## config.mk

```make
export PLATFORM = sky130hd
export DESIGN_NAME = keyboard_command_unit
export DESIGN_NICKNAME = d
export VERILOG_FILES = /design/src/rtl/keyboard_cmd_pkg.sv /design/src/rtl/coord_stepper.sv /design/src/rtl/keyboard_command_unit.sv
export SDC_FILE = /design/constraint.sdc
export NUM_CORES = 1
export LEC_CHECK = 0
export CORE_MARGIN = 2
export CORE_UTILIZATION = 51
export DETAILED_ROUTE_END_ITERATION = 16
export GPL_TIMING_DRIVEN = 1
export MAX_ROUTING_LAYER = met4
export PLACE_DENSITY = 0.8
export SETUP_SLACK_MARGIN = 0.1
export SLEW_MARGIN = 25
export SYNTH_ARGS = -nofsm -noshare
export SYNTH_HDL_FRONTEND = slang
export SYNTH_SLANG_ARGS = --single-unit
```

## constraint.sdc

```tcl
create_clock -name clock -period 2.9 [get_ports clock]
set_input_delay 0.58 -clock clock [delete_from_list [all_inputs] [get_ports clock]]
set_output_delay 0.58 -clock clock [all_outputs]
set_load 0.01 [all_outputs]
```

## src/rtl/keyboard_cmd_pkg.sv

```systemverilog
// Shared types for the keyboard command path: command codes, FSM states and
// board coordinates. The PS/2 decoder uses the same command enum.
package keyboard_cmd_pkg;

  localparam int PKG_COORD_W = 4;

  typedef enum logic [2:0] {
    CMD_UP     = 3'b000,
    CMD_LEFT   = 3'b001,
    CMD_DOWN   = 3'b010,
    CMD_RIGHT  = 3'b011,
    CMD_SELECT = 3'b100,
    CMD_HALF   = 3'b101,
    CMD_RSV6   = 3'b110,
    CMD_RSV7   = 3'b111
  } cmd_e;

  typedef enum logic [1:0] {
    ST_IDLE,
    ST_EXEC,
    ST_MOVE_REQ,
    ST_DRAIN
  } state_e;

  typedef struct packed {
    logic [PKG_COORD_W-1:0] x;
    logic [PKG_COORD_W-1:0] y;
  } coord_t;

  // Direction commands are exactly the codes with the top bit clear.
  function automatic logic is_dir(cmd_e c);
    return ~c[2];
  endfunction

endpackage

```

## src/rtl/coord_stepper.sv

```systemverilog
// One-cell step of a board coordinate in a given direction. off_edge_o flags
// a step that would leave the board; WRAP picks wrap-around vs. stay put.
module coord_stepper
  import keyboard_cmd_pkg::*;
#(
  parameter int BOARD_W = 16,
  parameter int BOARD_H = 16,
  parameter int WRAP    = 0
) (
  input  coord_t coord_i,
  input  cmd_e   dir_i,
  output coord_t next_o,
  output logic   off_edge_o
);

  localparam logic [PKG_COORD_W-1:0] XMAX = PKG_COORD_W'(BOARD_W - 1);
  localparam logic [PKG_COORD_W-1:0] YMAX = PKG_COORD_W'(BOARD_H - 1);

  always_comb begin
    next_o     = coord_i;
    off_edge_o = 1'b0;
    case (dir_i)
      CMD_UP: begin
        if (coord_i.y == '0) begin
          off_edge_o = 1'b1;
          if (WRAP != 0) next_o.y = YMAX;
        end else next_o.y = coord_i.y - 1'b1;
      end
      CMD_DOWN: begin
        if (coord_i.y == YMAX) begin
          off_edge_o = 1'b1;
          if (WRAP != 0) next_o.y = '0;
        end else next_o.y = coord_i.y + 1'b1;
      end
      CMD_LEFT: begin
        if (coord_i.x == '0) begin
          off_edge_o = 1'b1;
          if (WRAP != 0) next_o.x = XMAX;
        end else next_o.x = coord_i.x - 1'b1;
      end
      CMD_RIGHT: begin
        if (coord_i.x == XMAX) begin
          off_edge_o = 1'b1;
          if (WRAP != 0) next_o.x = '0;
        end else next_o.x = coord_i.x + 1'b1;
      end
      default: ;
    endcase
  end

endmodule

```

## src/rtl/keyboard_command_unit.sv

```systemverilog
// Turns decoded key commands into cursor motion, selection/half flags and
// single-outstanding army-move requests held until the game logic acks.
module keyboard_command_unit
  import keyboard_cmd_pkg::*;
#(
  parameter int BOARD_W = 16,
  parameter int BOARD_H = 16,
  parameter int COORD_W = 4,
  parameter int WRAP    = 0
) (
  input  logic               clock,
  input  logic               reset,
  input  logic               key_ready,
  input  logic [2:0]         key_data,
  output logic               key_read_fin,
  input  logic               game_active,
  input  logic               cursor_load,
  input  logic [COORD_W-1:0] load_x,
  input  logic [COORD_W-1:0] load_y,
  output logic [COORD_W-1:0] cursor_x,
  output logic [COORD_W-1:0] cursor_y,
  output logic               selected,
  output logic               half,
  output logic               move_valid,
  output logic [COORD_W-1:0] move_src_x,
  output logic [COORD_W-1:0] move_src_y,
  output logic [COORD_W-1:0] move_dst_x,
  output logic [COORD_W-1:0] move_dst_y,
  output logic               move_half,
  input  logic               move_ack,
  input  logic               move_ok
);

  if (COORD_W != PKG_COORD_W) begin : g_bad_coord_w
    $error("COORD_W must match keyboard_cmd_pkg::PKG_COORD_W");
  end

  state_e state_q, state_d;
  cmd_e   cmd_q, cmd_d;
  coord_t cur_q, cur_d, src_q, src_d, dst_q, dst_d;
  logic   fin_q, fin_d, sel_q, sel_d, half_q, half_d;
  logic   mv_q, mv_d, mhalf_q, mhalf_d;

  coord_t step_nxt, tgt_nxt, load_c;
  logic   step_off, tgt_off, move_go;

  // Cursor steps honour WRAP; move targets never wrap, only report off-board.
  coord_stepper #(.BOARD_W(BOARD_W), .BOARD_H(BOARD_H), .WRAP(WRAP)) u_cur_step (
    .coord_i(cur_q), .dir_i(cmd_q), .next_o(step_nxt), .off_edge_o(step_off)
  );
  coord_stepper #(.BOARD_W(BOARD_W), .BOARD_H(BOARD_H), .WRAP(0)) u_tgt_step (
    .coord_i(cur_q), .dir_i(cmd_q), .next_o(tgt_nxt), .off_edge_o(tgt_off)
  );

  assign load_c.x = (int'(load_x) > BOARD_W - 1) ? COORD_W'(BOARD_W - 1) : load_x;
  assign load_c.y = (int'(load_y) > BOARD_H - 1) ? COORD_W'(BOARD_H - 1) : load_y;
  assign move_go  = game_active && is_dir(cmd_q) && sel_q && !tgt_off;

  always_ff @(posedge clock) begin
    if (reset) begin
      state_q <= ST_IDLE;
      cmd_q   <= CMD_UP;
      fin_q   <= 1'b0;
      cur_q   <= '0;
      sel_q   <= 1'b0;
      half_q  <= 1'b0;
      mv_q    <= 1'b0;
      src_q   <= '0;
      dst_q   <= '0;
      mhalf_q <= 1'b0;
    end else begin
      state_q <= state_d;
      cmd_q   <= cmd_d;
      fin_q   <= fin_d;
      cur_q   <= cur_d;
      sel_q   <= sel_d;
      half_q  <= half_d;
      mv_q    <= mv_d;
      src_q   <= src_d;
      dst_q   <= dst_d;
      mhalf_q <= mhalf_d;
    end
  end

  always_comb begin
    state_d = state_q;
    case (state_q)
      ST_IDLE:     if (key_ready) state_d = ST_EXEC;
      ST_EXEC:     state_d = move_go ? ST_MOVE_REQ : ST_DRAIN;
      ST_MOVE_REQ: if (move_ack) state_d = ST_DRAIN;
      ST_DRAIN:    if (!key_ready) state_d = ST_IDLE;
      default:     state_d = ST_IDLE;
    endcase
  end

  always_comb begin
    cmd_d   = cmd_q;
    fin_d   = 1'b0;
    cur_d   = cur_q;
    sel_d   = sel_q;
    half_d  = half_q;
    mv_d    = mv_q;
    src_d   = src_q;
    dst_d   = dst_q;
    mhalf_d = mhalf_q;
    if (state_q == ST_IDLE && key_ready) begin
      cmd_d = cmd_e'(key_data);
      fin_d = 1'b1;
    end
    if (state_q == ST_EXEC && game_active) begin
      case (cmd_q)
        CMD_SELECT: sel_d = ~sel_q;
        CMD_HALF:   if (sel_q) half_d = ~half_q;
        CMD_UP, CMD_LEFT, CMD_DOWN, CMD_RIGHT: begin
          if (!sel_q) cur_d = step_nxt;
          else if (!tgt_off) begin
            src_d   = cur_q;
            dst_d   = tgt_nxt;
            mhalf_d = half_q;
            mv_d    = 1'b1;
          end
        end
        default: ;
      endcase
    end
    if (state_q == ST_MOVE_REQ && move_ack) begin
      mv_d   = 1'b0;
      half_d = 1'b0;
      if (move_ok) cur_d = dst_q;
      else         sel_d = 1'b0;
    end
    // A load overrides any cursor/flag update from the same cycle's ack.
    if (cursor_load) begin
      cur_d  = load_c;
      sel_d  = 1'b0;
      half_d = 1'b0;
    end
  end

  assign key_read_fin = fin_q;
  assign cursor_x     = cur_q.x;
  assign cursor_y     = cur_q.y;
  assign selected     = sel_q;
  assign half         = half_q;
  assign move_valid   = mv_q;
  assign move_src_x   = src_q.x;
  assign move_src_y   = src_q.y;
  assign move_dst_x   = dst_q.x;
  assign move_dst_y   = dst_q.y;
  assign move_half    = mhalf_q;

endmodule

```

Fig. 1: run 1, where the registers sit
Scale: 4 px per um. Other sequential cells in the stronger gray, the rest of the logic in the fainter gray.
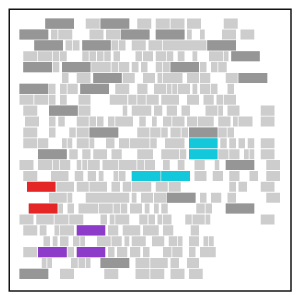
| name in the netlist | color | flops |
|---|---|---|
| move_dst_x | cyan | 4 |
| cmd_q | purple | 3 |
| state_q | red | 2 |
not colored: 25
power attributed to sequential cells: 0.597 mW
Final Util: 66.0%
sequential portion of the cell area: 24.2%
total area of sequential cells: 681 um^2

Fig. 2: run 1, wiring by layer
Scale: 4 px per um.
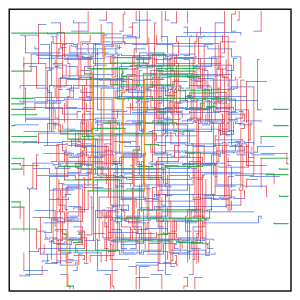
| layer | color | wire length |
|---|---|---|
| met1 | blue | 2770 um |
| met3 | green | 583 um |
| met2 | red | 2990 um |
| met4 | orange | 139 um |

Fig. 3: run 1, routing congestion
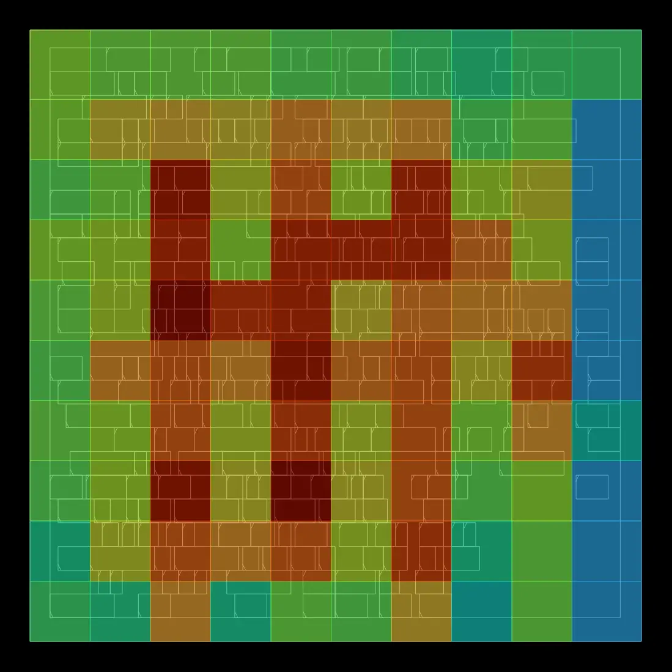
average detailed-routed wire length per instance: 17.8 um
met1 usage in global routing: 37.1%
total global routing track utilization: 27.7%
met3 track utilization from global routing: 3.32%

Fig. 4: run 1, clock wires, drivers and flops
Scale: 6 px per um.
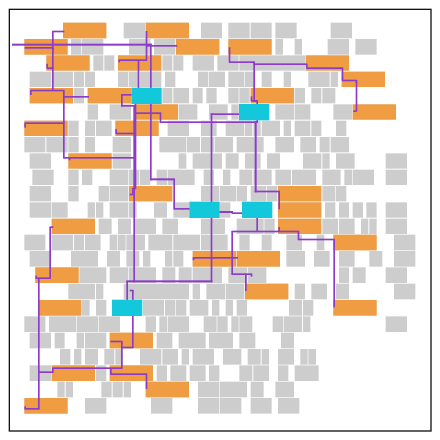
[clock wires] purple | length: 476 um
[flip-flops] orange | count: 34
[cells driving clock nets] cyan | count: 5
routed clock nets: 6
flops lie: spread over the die
proportion of power drawn by the clock network: 31.7%
power drawn by the clock network: 0.537 mW
clock latency reported for the late side of the worst-skew pair: 0.30 ns
Max Clock Skew: 0.00864 ns

==> highlights.md, run 1 <==
### Floorplan
* **die width** 70.0 um
* **IO Pins** 47
* **area of the placeable core** 0.00426 mm^2
* **DIE AREA** 0.00491 mm^2
* **Chip Height** 70.0 um
* **cell row count** 24
* **floorplan utilization** 52.2%

### Critical path
* **number of cells on the worst reg-to-reg path** 4
* **slowest stage delay, CP** 0.89 ns
* **required time reported for the critical path endpoint** 3.10 ns
* **critical path capture point type** flop
* **Cell Chain, Critical Path** nand4_1 -> nand4_2 -> nand2_1 -> a311oi_1
* **Reg2Reg Launch Point** cmd_q[1]
* **kind of start point of the critical path** flop
* **worst-case register-to-register setup slack** 0.61 ns
* **worst reg2reg path endpoint** move_dst_y[2]
* **type of the setup path with the least slack** flop to flop
* **worst endpoint data arrival time** 2.49 ns
* **worst-path maximum fanout** 26
* **library cell contributing the largest single delay on the critical path** sky130_fd_sc_hd__dfxtp_1

### Synthesis
* **number of nets produced by synthesis** 301
* **proportion of netlist area held by the largest area contributor** 30.6%
* **Main area contributors** sky130_fd_sc_hd__dfxtp_1 (31%), sky130_fd_sc_hd__a21oi_1 (5.4%), sky130_fd_sc_hd__ha_1 (5.1%)
* **cell type with the largest total area after synthesis** sky130_fd_sc_hd__dfxtp_1
* **register share after synthesis** 30.6%
* **warning count from the yosys run** 0
* **post-synth cell types** 63
* **simple-gate area share of the yosys netlist** 25.7%
* **post-synthesis register bit count** 34
* **number of standard cells after synthesis** 274
* **cell area after synthesis** 0.00222 mm^2
* **Synth Area in Adders** 5.06%
* **cell with the most instances after synthesis** sky130_fd_sc_hd__dfxtp_1
* **number of cell instances after yosys synthesis** 274
* **most common library cells after synthesis** sky130_fd_sc_hd__dfxtp_1 (34), sky130_fd_sc_hd__a21oi_1 (24), sky130_fd_sc_hd__nand3_1 (22)
* **Most common reg cell** sky130_fd_sc_hd__dfxtp_1
* **multiplexer area fraction after synthesis** 1.41%
* **XOR/XNOR share of the synthesized area** 2.36%
* **fraction of synthesis flops using an asynchronous set or reset pin** 0%
* **post-synthesis share of cell area spent on and-or and or-and gates** 27.2%
* **yosys synthesis chip area** 0.00222 mm^2
* **number of flops mapped to enable cells by yosys** 0
* **post-synthesis area per instance** 8.12 um^2
* **main combinational cell family by area after synthesis** AND-OR/OR-AND gates

### Hold path
* **worst hold path endpoint** move_src_x[2]
* **Hold Path Cell Cnt** 2
* **hold path startpoint** move_src_x[2]
* **Hold WC Path Type** flop to flop

### Global route
* **wire length of the first global-routing pass** 10500 um
* **remaining global-route overflow** 0
* **largest net degree at the start of global routing** 27
* **vias in the first global route** 2157
* **initial antenna violation count** 0

### Drt
* **DR DRC count** 0
* **number of design-rule violations left by the first detailed-router iteration** 282
* **routed wire length** 6480 um
* **DRT Pass-1 Iters** 5
* **vias after detailed routing** 2342
* **residual antenna-violating net count after detailed routing** 0
* **routed via count divided by cell count** 6.43

### Power and ir drop
* **LEAKAGE** 1.02 nW
* **areal power density over the cells** 603 mW/mm^2
* **post-route total power** 1.70 mW
* **worst vdd rail ir drop** 544 uV

### CTS
* **CTS tree** yes
* **clock buffer count from CTS** 5
* **CTS hold repair buffers** 0
* **CTS Root Cell** sky130_fd_sc_hd__clkbuf_8
* **Clk pin slew, worst setup/hold paths** 0.08 ns
* **setup fix buffers added after clock tree synthesis** 0
* **H-tree Lvls** 2
* **maximum buffer depth of the clock tree** 2
* **post-cts gate resize count** 0
* **clock sink count** 34

### Final timing
* **Tightest Pin Transition** 0.863 ns
* **total negative setup slack** 0 ns
* **maximum clock frequency** 0.437 GHz
* **hold slack** 0.472 ns
* **final worst slack** 0.612 ns
* **final period utilization** 78.9%
* **Setup-failing EPs final** 0
* **max-slew violations** 0
* **max-slew headroom at the worst pin** 42.4%
* **clock period minus worst slack** 2.29 ns
* **number of failing hold endpoints at the final stage** 0
* **RSZ-0062 raised after global routing** no

### Final layout
* **diode insertion count for antenna repair** 0
* **Layout Area Growth over Synthesis** 26.5%
* **share of layout cells above drive strength 1** 8.01%
* **total non-filler cell area in the finished layout** 0.00281 mm^2
* **Top cell excl fill/tap** sky130_fd_sc_hd__clkdlybuf4s50_1
* **net count reported at finish** 338
* **filler-free cell count of the finished design** 364
* **most instantiated logic cells after routing** sky130_fd_sc_hd__clkdlybuf4s50_1 (46), sky130_fd_sc_hd__dfxtp_1 (34), sky130_fd_sc_hd__a21oi_1 (24)

### Placement
* **cell area reported after detailed placement** 0.00268 mm^2
* **routability cong.** 0.913
* **worst setup slack after placement** 0.557 ns
* **number of port buffers** 46
* **number of placed cells counting well taps** 356
* **post-detail-place hpwl** 4440 um

### Job
* **count of warning messages emitted by the tools** 32
* **number of violations of the max-capacitance limit** 0

### Outcome
* **status** complete, no violations

-- run 1: registers in the layout, summed over array words and instances (netlist names) --
register      cells
cursor_x          4
cursor_y          4
move_dst_x        4
move_dst_y        4
move_src_x        4
move_src_y        4
cmd_q             3
state_q           2
half              1
key_read_fin      1
move_half         1
move_valid        1
selected          1
-- run 1: power breakdown --
group | switching (mW) | internal [mW]
Sequential | 0.0931 | 0.504
Clock | 0.193 | 0.344
Combinational | 0.311 | 0.252
Total | 0.597 | 1.10
-- run 1: area by class of cell --
| type | instances | area [um^2] |
|---|---|---|
| clock buffer | 5 | 68.8 |
| sequential | 34 | 681 |
| inverter | 12 | 45.0 |
| clock inverter | 3 | 68.8 |
| tap | 52 | 65.1 |
| multi-input combinational | 205 | 1370 |
| fill | 384 | 1450 |
| timing repair buffer | 53 | 513 |
-- run 1: critical path, delay by kind of cell (launching register included) --
family | cells | cell delay (ns)
AND-OR/OR-AND | 1 | 0.31
flip-flops | 1 | 0.89
AND/OR/NAND/NOR | 3 | 0.99
-- run 1: metal layers --
layer / GRT usage [%] / vias to the layer above / share of wire [%]
li1: - / 1108 / -
met2: 42.2 / 131 / 46
met5: - / - / 0
met4: 12.0 / 0 / 2.1
met3: 3.32 / 15 / 9.0
met1: 37.1 / 1088 / 43
-- run 1: worst max path at each step --
stage	from	end	slack [ns]	cells past startpoint
CTS	cursor_x[1]	move_dst_y[2]	0.67	6
global placement	game_active	move_dst_y[2]	0.61	6
global route	cmd_q[1]	move_dst_y[2]	0.39	4
floorplan	cursor_x[1]	move_dst_x[3]	0.82	9
detailed placement	game_active	move_dst_y[2]	0.56	6
finish	cmd_q[1]	move_dst_y[2]	0.61	4
Fig. 5: run 1, the metal 3 layer
Scale: 4 px per um. Cells faint in the background.
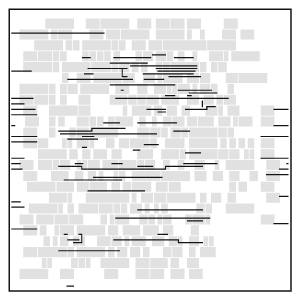

==> run 2: changes to the inputs <==
==> constraint.sdc (replaced) <==
create_clock -name clock -period 2.37 [get_ports clock]
set_input_delay 0.474 -clock clock [delete_from_list [all_inputs] [get_ports clock]]
set_output_delay 0.474 -clock clock [all_outputs]
set_load 0.01 [all_outputs]
Fig. 6: run 2, the metal 3 layer
Scale: 4 px per um. Cells faint in the background.
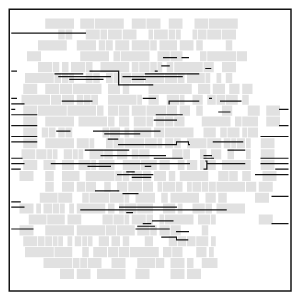
wire length on this layer: 494 um
main direction: horizontal
met3 track utilization from global routing: 4.76%
vias after detailed routing: 2412

Fig. 7: run 2, routing congestion
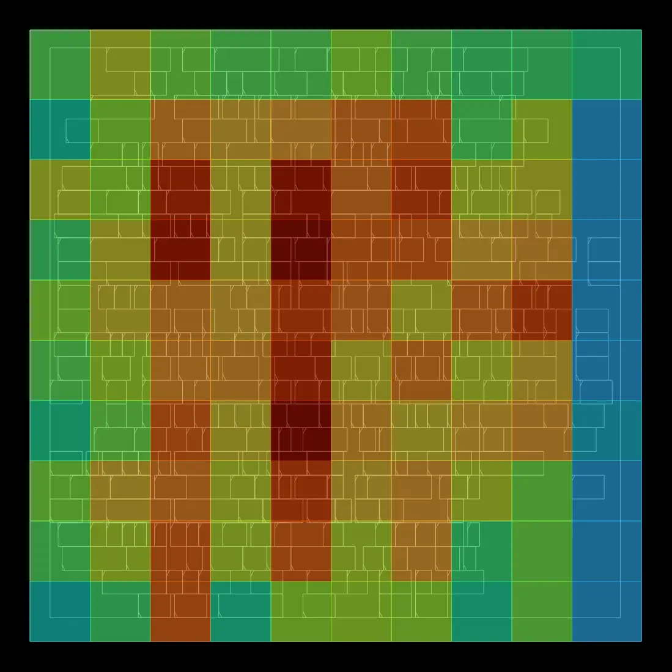
average detailed-routed wire length per instance: 17.5 um
met2 capacity usage during global routing: 42.6%
Final Util: 67.7%
most utilized layer in the global route result: met2
met1 usage in global routing: 40.8%

==> highlights.md, run 2 <==
### CTS
* **setup fix buffers added after clock tree synthesis** 0, unchanged
* **maximum buffer depth of the clock tree** 2, unchanged
* **clock sink count** 34, unchanged
* **post-cts gate resize count** 0, unchanged
* **H-tree Lvls** 2, unchanged
* **CTS tree** yes
* **CTS Root Cell** sky130_fd_sc_hd__clkbuf_8
* **clock latency reported for the late side of the worst-skew pair** 0.30 ns, about the same
* **clock buffer count from CTS** 5, unchanged
* **CTS hold repair buffers** 0, unchanged
* **Clk pin slew, worst setup/hold paths** 0.08 ns, about the same

### Synthesis
* **proportion of netlist area held by the largest area contributor** 30.6%, unchanged
* **post-synthesis register bit count** 34, unchanged
* **warning count from the yosys run** 0, unchanged
* **post-synthesis share of cell area spent on and-or and or-and gates** 27.2%, unchanged
* **Main area contributors** sky130_fd_sc_hd__dfxtp_1 (31%), sky130_fd_sc_hd__a21oi_1 (5.4%), sky130_fd_sc_hd__ha_1 (5.1%)
* **multiplexer area fraction after synthesis** 1.41%, unchanged
* **number of cell instances after yosys synthesis** 274, unchanged
* **simple-gate area share of the yosys netlist** 25.7%, unchanged
* **number of standard cells after synthesis** 274, unchanged
* **register share after synthesis** 30.6%, unchanged
* **number of nets produced by synthesis** 301, unchanged
* **Synth Area in Adders** 5.06%, unchanged
* **cell area after synthesis** 0.00222 mm^2, unchanged
* **number of flops mapped to enable cells by yosys** 0, unchanged
* **post-synthesis area per instance** 8.12 um^2, unchanged
* **fraction of synthesis flops using an asynchronous set or reset pin** 0%, unchanged
* **yosys synthesis chip area** 0.00222 mm^2, unchanged
* **Most common reg cell** sky130_fd_sc_hd__dfxtp_1
* **XOR/XNOR share of the synthesized area** 2.36%, unchanged
* **most common library cells after synthesis** sky130_fd_sc_hd__dfxtp_1 (34), sky130_fd_sc_hd__a21oi_1 (24), sky130_fd_sc_hd__nand3_1 (22)
* **cell type with the largest total area after synthesis** sky130_fd_sc_hd__dfxtp_1
* **post-synth cell types** 63, unchanged
* **main combinational cell family by area after synthesis** AND-OR/OR-AND gates
* **cell with the most instances after synthesis** sky130_fd_sc_hd__dfxtp_1

### Critical path
* **critical path capture point type** flop
* **kind of start point of the critical path** flop
* **required time reported for the critical path endpoint** 2.55 ns, -0.55 ns
* **worst reg2reg path endpoint** move_src_y[3]
* **cell family with the largest share of critical-path delay** simple AND/OR/NAND/NOR gates
* **worst endpoint data arrival time** 2.30 ns, -0.19 ns
* **worst-case register-to-register setup slack** 0.25 ns, -0.36 ns
* **type of the setup path with the least slack** flop to flop
* **number of cells on the worst reg-to-reg path** 7, +3
* **Buffers & Inverters on Critical Path** 2, +2
* **Cell Chain, Critical Path** inv_1 -> ha_1 -> or4b_4 -> and4_1 -> buf_4 -> o21ai_0 -> a21oi_1
* **Reg2Reg Launch Point** cursor_y[1]
* **worst-path maximum fanout** 12, -54%
* **library cell contributing the largest single delay on the critical path** sky130_fd_sc_hd__or4b_4
* **slowest stage delay, CP** 0.49 ns, -0.40 ns

### Power and ir drop
* **post-route total power** 2.00 mW, +18%
* **LEAKAGE** 1.06 nW, +4.4%
* **Sw Ratio** 36.4%, +1.3 points
* **areal power density over the cells** 693 mW/mm^2, +15%
* **fraction of power consumed by sequential logic** 35.5%, +0.3 points
* **combinational group share of total power** 37.1%, +4.0 points
* **worst vdd rail ir drop** 546 uV, +0.45%
* **proportion of power drawn by the clock network** 27.4%, -4.3 points
* **cell internal power dissipation** 1.27 mW, +16%
* **total net switching power** 0.729 mW, +22%

### Final layout
* **cell type taking the most area** combinational gates
* **Logic area** 0.00137 mm^2, unchanged
* **Layout clock buffers** 5, unchanged
* **MI comb cells** 205, unchanged
* **filler-free cell count of the finished design** 377, +3.6%
* **diode insertion count for antenna repair** 0, unchanged
* **Plain + repair buffers** 66, +25%
* **clock network area share** 3.94%, -0.95 points
* **Top cell excl fill/tap** sky130_fd_sc_hd__clkdlybuf4s50_1
* **net count reported at finish** 351, +3.8%
* **flip-flops** 34, unchanged
* **non-clk buf share** 21.1%, +2.9 points
* **sequential portion of the cell area** 23.6%, -0.62 points
* **total non-filler cell area in the finished layout** 0.00289 mm^2, +2.6%
* **fraction of area in multi-input gates** 47.5%, -1.2 points
* **total area of sequential cells** 681 um^2, unchanged
* **most instantiated logic cells after routing** sky130_fd_sc_hd__clkdlybuf4s50_1 (46), sky130_fd_sc_hd__dfxtp_1 (34), sky130_fd_sc_hd__a21oi_1 (24)
* **Fill cells** 356, -7.3%
* **share of layout cells above drive strength 1** 11.7%, +3.7 points
* **Non-clock inverters** 12, unchanged
* **Layout Area Growth over Synthesis** 29.8%

### Placement
* **post-detail-place hpwl** 4760 um, +7.2%
* **routability cong.** 0.898, -1.6%
* **number of port buffers** 46, unchanged
* **worst setup slack after placement** 0.194 ns, -0.363 ns
* **number of placed cells counting well taps** 369, +3.7%
* **cell area reported after detailed placement** 0.00277 mm^2, +3.6%

### Floorplan
* **DIE AREA** 0.00491 mm^2, unchanged
* **floorplan utilization** 52.2%, unchanged
* **die width** 70.0 um, unchanged
* **number of tap cells added at floorplan** 52, unchanged
* **area of the placeable core** 0.00426 mm^2, unchanged
* **Chip Height** 70.0 um, unchanged
* **IO Pins** 47, unchanged
* **cell row count** 24, unchanged

### Outcome
* **status** complete, no violations

### Global route
* **vias in the first global route** 2186, +1.3%
* **initial antenna violation count** 0, unchanged
* **total global routing track utilization** 28.9%, +1.2 points
* **remaining global-route overflow** 0, unchanged
* **largest net degree at the start of global routing** 19, -30%
* **wire length of the first global-routing pass** 11000 um, +5.1%

### Drt
* **routed wire length** 6610 um, +2.1%
* **DRT Pass-1 Iters** 5, unchanged
* **residual antenna-violating net count after detailed routing** 0, unchanged
* **number of design-rule violations left by the first detailed-router iteration** 364, +29%
* **routed via count divided by cell count** 6.40, -0.56%
* **DR DRC count** 0, unchanged

### Final timing
* **RSZ-0062 raised after global routing** no
* **max-slew violations** 0, unchanged
* **Setup-failing EPs final** 0, unchanged
* **final period utilization** 89.4%, +10 points
* **hold slack** 0.467 ns, -0.00479 ns
* **maximum clock frequency** 0.472 GHz, +8.0%
* **Max Clock Skew** 0.00920 ns, +0.000561 ns
* **Tightest Pin Transition** 0.613 ns, -0.250 ns
* **total negative setup slack** 0 ns, unchanged
* **final worst slack** 0.252 ns, -0.360 ns
* **clock period minus worst slack** 2.12 ns, -0.170 ns
* **max-slew headroom at the worst pin** 58.1%, +16 points
* **number of failing hold endpoints at the final stage** 0, unchanged

### Job
* **count of warning messages emitted by the tools** 32, unchanged
* **number of violations of the max-capacitance limit** 0, unchanged

### Hold path
* **Hold Path Cell Cnt** 2, unchanged
* **Hold WC Path Type** flop to flop
* **worst hold path endpoint** move_src_y[2]
* **hold path startpoint** move_src_y[2]

run 2: cell types whose count changed in the layout (fill, tap and decap cells not counted), sizes merged:
cell and delta:
buf +13, clkinvlp +2, bufinv -1, clkinv -1
run 2: routing by layer:
| metal | up-vias | wire, um | global-route usage [%] |
|---|---|---|---|
| met5 | - | 0 | - |
| met4 | 0 | 113 | 8.55 |
| met3 | 12 | 494 | 4.76 |
| met2 | 127 | 3060 | 42.6 |
| met1 | 1138 | 2940 | 40.8 |
| li1 | 1135 | - | - |
run 2: how the worst max path moves through the flow:
stage | endpoint | cells after the start | from | slack, ns
6_report | move_src_y[3] | 7 | cursor_y[1] | 0.25
5_1_grt | move_src_y[2] | 7 | cursor_y[1] | 0.11
4_1_cts | move_dst_y[2] | 6 | cursor_x[1] | 0.28
3_5_place_dp | move_dst_y[2] | 6 | game_active | 0.19
3_3_place_gp | cursor_y[3] | 5 | game_active | 0.28
2_1_floorplan | move_dst_x[3] | 9 | cursor_x[1] | 0.29
run 2: worst reg2reg max path, stage by stage, from the launching register on:
cell	delay (ns)
sky130_fd_sc_hd__dfxtp_1	0.42
sky130_fd_sc_hd__inv_1	0.11
sky130_fd_sc_hd__ha_1	0.17
sky130_fd_sc_hd__or4b_4	0.49
sky130_fd_sc_hd__and4_1	0.31
sky130_fd_sc_hd__buf_4	0.21
sky130_fd_sc_hd__o21ai_0	0.21
sky130_fd_sc_hd__a21oi_1	0.09
run 2: power by group through the flow:
stage	sequential, mW	clock [mW]	combinational, mW
3_5_place_dp	0.719	0	0.725
3_3_place_gp	0.715	0	0.714
2_1_floorplan	0.677	0	0.520
6_report	0.711	0.548	0.743
4_1_cts	0.706	0.552	0.732
5_1_grt	0.721	0.575	0.815
Fig. 8: run 2, wiring by layer
Scale: 4 px per um.
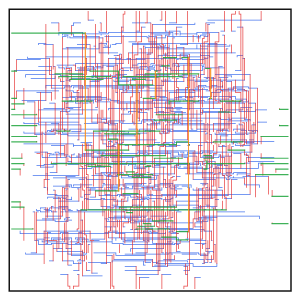

==> run 3: changes to the inputs <==
--- a/config.mk
+++ b/config.mk
@@ -11,6 +11,7 @@
 export GPL_TIMING_DRIVEN = 1
 export MAX_ROUTING_LAYER = met4
 export PLACE_DENSITY = 0.8
+export RECOVER_POWER = 50
 export SETUP_SLACK_MARGIN = 0.1
 export SLEW_MARGIN = 25
 export SYNTH_ARGS = -nofsm -noshare
Fig. 9: run 3, wiring by layer
Scale: 4 px per um.
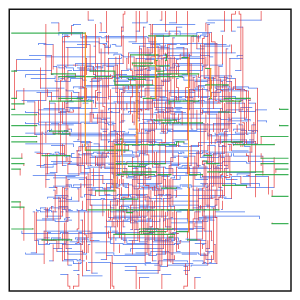
| layer | color | wire length |
|---|---|---|
| met2 | red | 3080 um |
| met4 | orange | 131 um |
| met3 | green | 497 um |
| met1 | blue | 2900 um |
vias after detailed routing: 2453
average detailed-routed wire length per instance: 17.5 um

==> highlights.md, run 3 <==
### Outcome
* **status** complete, no violations

### CTS
* **maximum buffer depth of the clock tree** 2, unchanged
* **CTS tree** yes
* **clock latency reported for the late side of the worst-skew pair** 0.30 ns, about the same
* **Clk pin slew, worst setup/hold paths** 0.08 ns, about the same
* **setup fix buffers added after clock tree synthesis** 0, unchanged
* **clock buffer count from CTS** 5, unchanged
* **CTS hold repair buffers** 0, unchanged
* **post-cts gate resize count** 0, unchanged
* **H-tree Lvls** 2, unchanged
* **clock sink count** 34, unchanged
* **CTS Root Cell** sky130_fd_sc_hd__clkbuf_8

### Final timing
* **number of failing hold endpoints at the final stage** 0, unchanged
* **hold slack** 0.464 ns, -0.00314 ns
* **final period utilization** 89.6%, +0.26 points
* **maximum clock frequency** 0.471 GHz, -0.29%
* **clock period minus worst slack** 2.12 ns, +0.00620 ns
* **Tightest Pin Transition** 0.609 ns, -0.00395 ns
* **RSZ-0062 raised after global routing** no
* **final worst slack** 0.246 ns, -0.00620 ns
* **max-slew violations** 0, unchanged
* **Setup-failing EPs final** 0, unchanged
* **max-slew headroom at the worst pin** 58.3%, +0.27 points
* **total negative setup slack** 0 ns, unchanged
* **Max Clock Skew** 0.00904 ns, -0.000159 ns

### Synthesis
* **warning count from the yosys run** 0, unchanged
* **most common library cells after synthesis** sky130_fd_sc_hd__dfxtp_1 (34), sky130_fd_sc_hd__a21oi_1 (24), sky130_fd_sc_hd__nand3_1 (22)
* **Most common reg cell** sky130_fd_sc_hd__dfxtp_1
* **yosys synthesis chip area** 0.00222 mm^2, unchanged
* **cell with the most instances after synthesis** sky130_fd_sc_hd__dfxtp_1
* **cell type with the largest total area after synthesis** sky130_fd_sc_hd__dfxtp_1
* **proportion of netlist area held by the largest area contributor** 30.6%, unchanged
* **post-synth cell types** 63, unchanged
* **fraction of synthesis flops using an asynchronous set or reset pin** 0%, unchanged
* **cell area after synthesis** 0.00222 mm^2, unchanged
* **post-synthesis area per instance** 8.12 um^2, unchanged
* **post-synthesis register bit count** 34, unchanged
* **Main area contributors** sky130_fd_sc_hd__dfxtp_1 (31%), sky130_fd_sc_hd__a21oi_1 (5.4%), sky130_fd_sc_hd__ha_1 (5.1%)
* **number of flops mapped to enable cells by yosys** 0, unchanged
* **register share after synthesis** 30.6%, unchanged

### Final layout
* **net count reported at finish** 351, unchanged
* **filler-free cell count of the finished design** 377, unchanged
* **most instantiated logic cells after routing** sky130_fd_sc_hd__dfxtp_1 (34), sky130_fd_sc_hd__a21oi_1 (24), sky130_fd_sc_hd__clkdlybuf4s50_1 (23), sky130_fd_sc_hd__dlygate4sd3_1 (23), sky130_fd_sc_hd__nand3_1 (22)
* **Top cell excl fill/tap** sky130_fd_sc_hd__dfxtp_1
* **total non-filler cell area in the finished layout** 0.00289 mm^2, unchanged
* **Fill cells** 356, unchanged
* **Layout Area Growth over Synthesis** 29.8%, unchanged
* **diode insertion count for antenna repair** 0, unchanged
* **Final Util** 67.7%, unchanged

### Floorplan
* **area of the placeable core** 0.00426 mm^2, unchanged
* **floorplan utilization** 52.2%, unchanged
* **cell row count** 24, unchanged
* **IO Pins** 47, unchanged
* **DIE AREA** 0.00491 mm^2, unchanged
* **die width** 70.0 um, unchanged
* **Chip Height** 70.0 um, unchanged

### Drt
* **routed wire length** 6600 um, -0.11%
* **DRT Pass-1 Iters** 5, unchanged
* **routed via count divided by cell count** 6.51, +1.7%
* **DR DRC count** 0, unchanged
* **number of design-rule violations left by the first detailed-router iteration** 355, -2.5%
* **residual antenna-violating net count after detailed routing** 0, unchanged

### Placement
* **routability cong.** 0.898, unchanged
* **number of port buffers** 46, unchanged
* **post-detail-place hpwl** 4760 um, unchanged
* **cell area reported after detailed placement** 0.00277 mm^2, unchanged
* **worst setup slack after placement** 0.194 ns, unchanged

### Hold path
* **Hold WC Path Type** flop to flop
* **Hold Path Cell Cnt** 2, unchanged
* **hold path startpoint** move_src_y[2]
* **worst hold path endpoint** move_src_y[2]

### Power and ir drop
* **areal power density over the cells** 691 mW/mm^2, -0.24%
* **cell internal power dissipation** 1.27 mW, -0.22%
* **proportion of power drawn by the clock network** 27.4%, about the same
* **combinational group share of total power** 37.1%, about the same
* **LEAKAGE** 1.14 nW, +7.5%
* **fraction of power consumed by sequential logic** 35.6%, about the same
* **worst vdd rail ir drop** 545 uV, -0.22%
* **Sw Ratio** 36.4%, about the same
* **total net switching power** 0.727 mW, -0.28%
* **post-route total power** 2.00 mW, -0.24%

### Job
* **number of violations of the max-capacitance limit** 0, unchanged
* **count of warning messages emitted by the tools** 32, unchanged

### Critical path
* **Buffers & Inverters on Critical Path** 2, unchanged
* **worst-path maximum fanout** 12, unchanged
* **number of cells on the worst reg-to-reg path** 7, unchanged
* **slowest stage delay, CP** 0.49 ns, about the same
* **Cell Chain, Critical Path** inv_1 -> ha_1 -> or4b_4 -> and4_1 -> buf_4 -> o21ai_0 -> a21oi_1
* **library cell contributing the largest single delay on the critical path** sky130_fd_sc_hd__or4b_4
* **type of the setup path with the least slack** flop to flop
* **Reg2Reg Launch Point** cursor_y[1]
* **kind of start point of the critical path** flop
* **worst reg2reg path endpoint** move_src_y[2]
* **worst-case register-to-register setup slack** 0.25 ns, about the same
* **cell family with the largest share of critical-path delay** simple AND/OR/NAND/NOR gates
* **required time reported for the critical path endpoint** 2.55 ns, about the same

### Global route
* **total global routing track utilization** 28.9%, unchanged
* **remaining global-route overflow** 0, unchanged
* **met3 track utilization from global routing** 4.76%, unchanged
* **largest net degree at the start of global routing** 19, unchanged
* **met2 capacity usage during global routing** 42.6%, unchanged
* **met1 usage in global routing** 40.8%, unchanged
* **vias in the first global route** 2186, unchanged
* **most utilized layer in the global route result** met2
* **wire length of the first global-routing pass** 11000 um, unchanged
* **initial antenna violation count** 0, unchanged

Fig. 10: run 3, where the registers sit
Scale: 4 px per um. Other sequential cells in the stronger gray, the rest of the logic in the fainter gray.
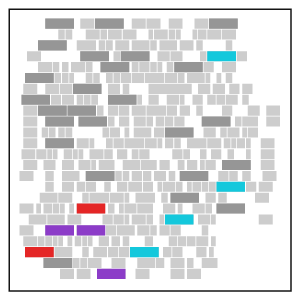
| name in the netlist | color | flops |
|---|---|---|
| state_q | red | 2 |
| move_dst_x | cyan | 4 |
| cmd_q | purple | 3 |
sequential portion of the cell area: 23.6%
power attributed to sequential cells: 0.710 mW

[run 3: metal layers]
layer	wire length (um)	part of all wire, %	vias to the layer above
met2	3080	47	137
met1	2900	44	1161
met3	497	7.5	15
li1	-	-	1140
met4	130	2.0	0
met5	0	0	-
[run 3: power by group through the flow]
stage | logic, mW | registers (mW) | clock network (mW)
2_1_floorplan | 0.520 | 0.677 | 0
3_3_place_gp | 0.714 | 0.715 | 0
3_5_place_dp | 0.725 | 0.719 | 0
4_1_cts | 0.732 | 0.706 | 0.552
5_1_grt | 0.812 | 0.721 | 0.575
6_report | 0.740 | 0.710 | 0.546
[run 3: cells by family after synthesis]
group	Yosys count	share of synthesized area (%)
AND/OR/NAND/NOR	98	25.7
AND-OR/OR-AND	89	27.2
XOR/XNOR	6	2.36
flip-flops	34	30.6
buffers and inverters	35	7.71
multiplexers	3	1.41
adder cells (fa/ha/maj)	9	5.06
[run 3: tightest hold or removal path: cells and delay by family (launching register included)]
family | cells | cell delay (ns)
and+or+nand+nor | 1 | 0.06
DFF | 1 | 0.31
AOI/OAI and AO/OA | 1 | 0.06
[run 3: layout make-up]
class	instances	area [um^2]	area share, %
clock buffers	5	68.8	2.38
clock inverters	3	45.0	1.56
inverters	12	45.0	1.56
multi-input cells	205	1370	47.5
flip-flops and latches	34	681	23.6
well taps	52	65.1	2.25
repair buffers	66	611	21.1
[run 3: worst max path at each step]
stage | from | endpoint | slack [ns] | cells after the start
floorplan | cursor_x[1] | move_dst_x[3] | 0.29 | 9
global placement | game_active | cursor_y[3] | 0.28 | 5
detailed placement | game_active | move_dst_y[2] | 0.19 | 6
CTS | cursor_x[1] | move_dst_y[2] | 0.28 | 6
global route | cursor_y[1] | move_src_y[2] | 0.11 | 7
finish | cursor_y[1] | move_src_y[2] | 0.25 | 7
No activity file was given, so power comes from the tool's default toggle rates.
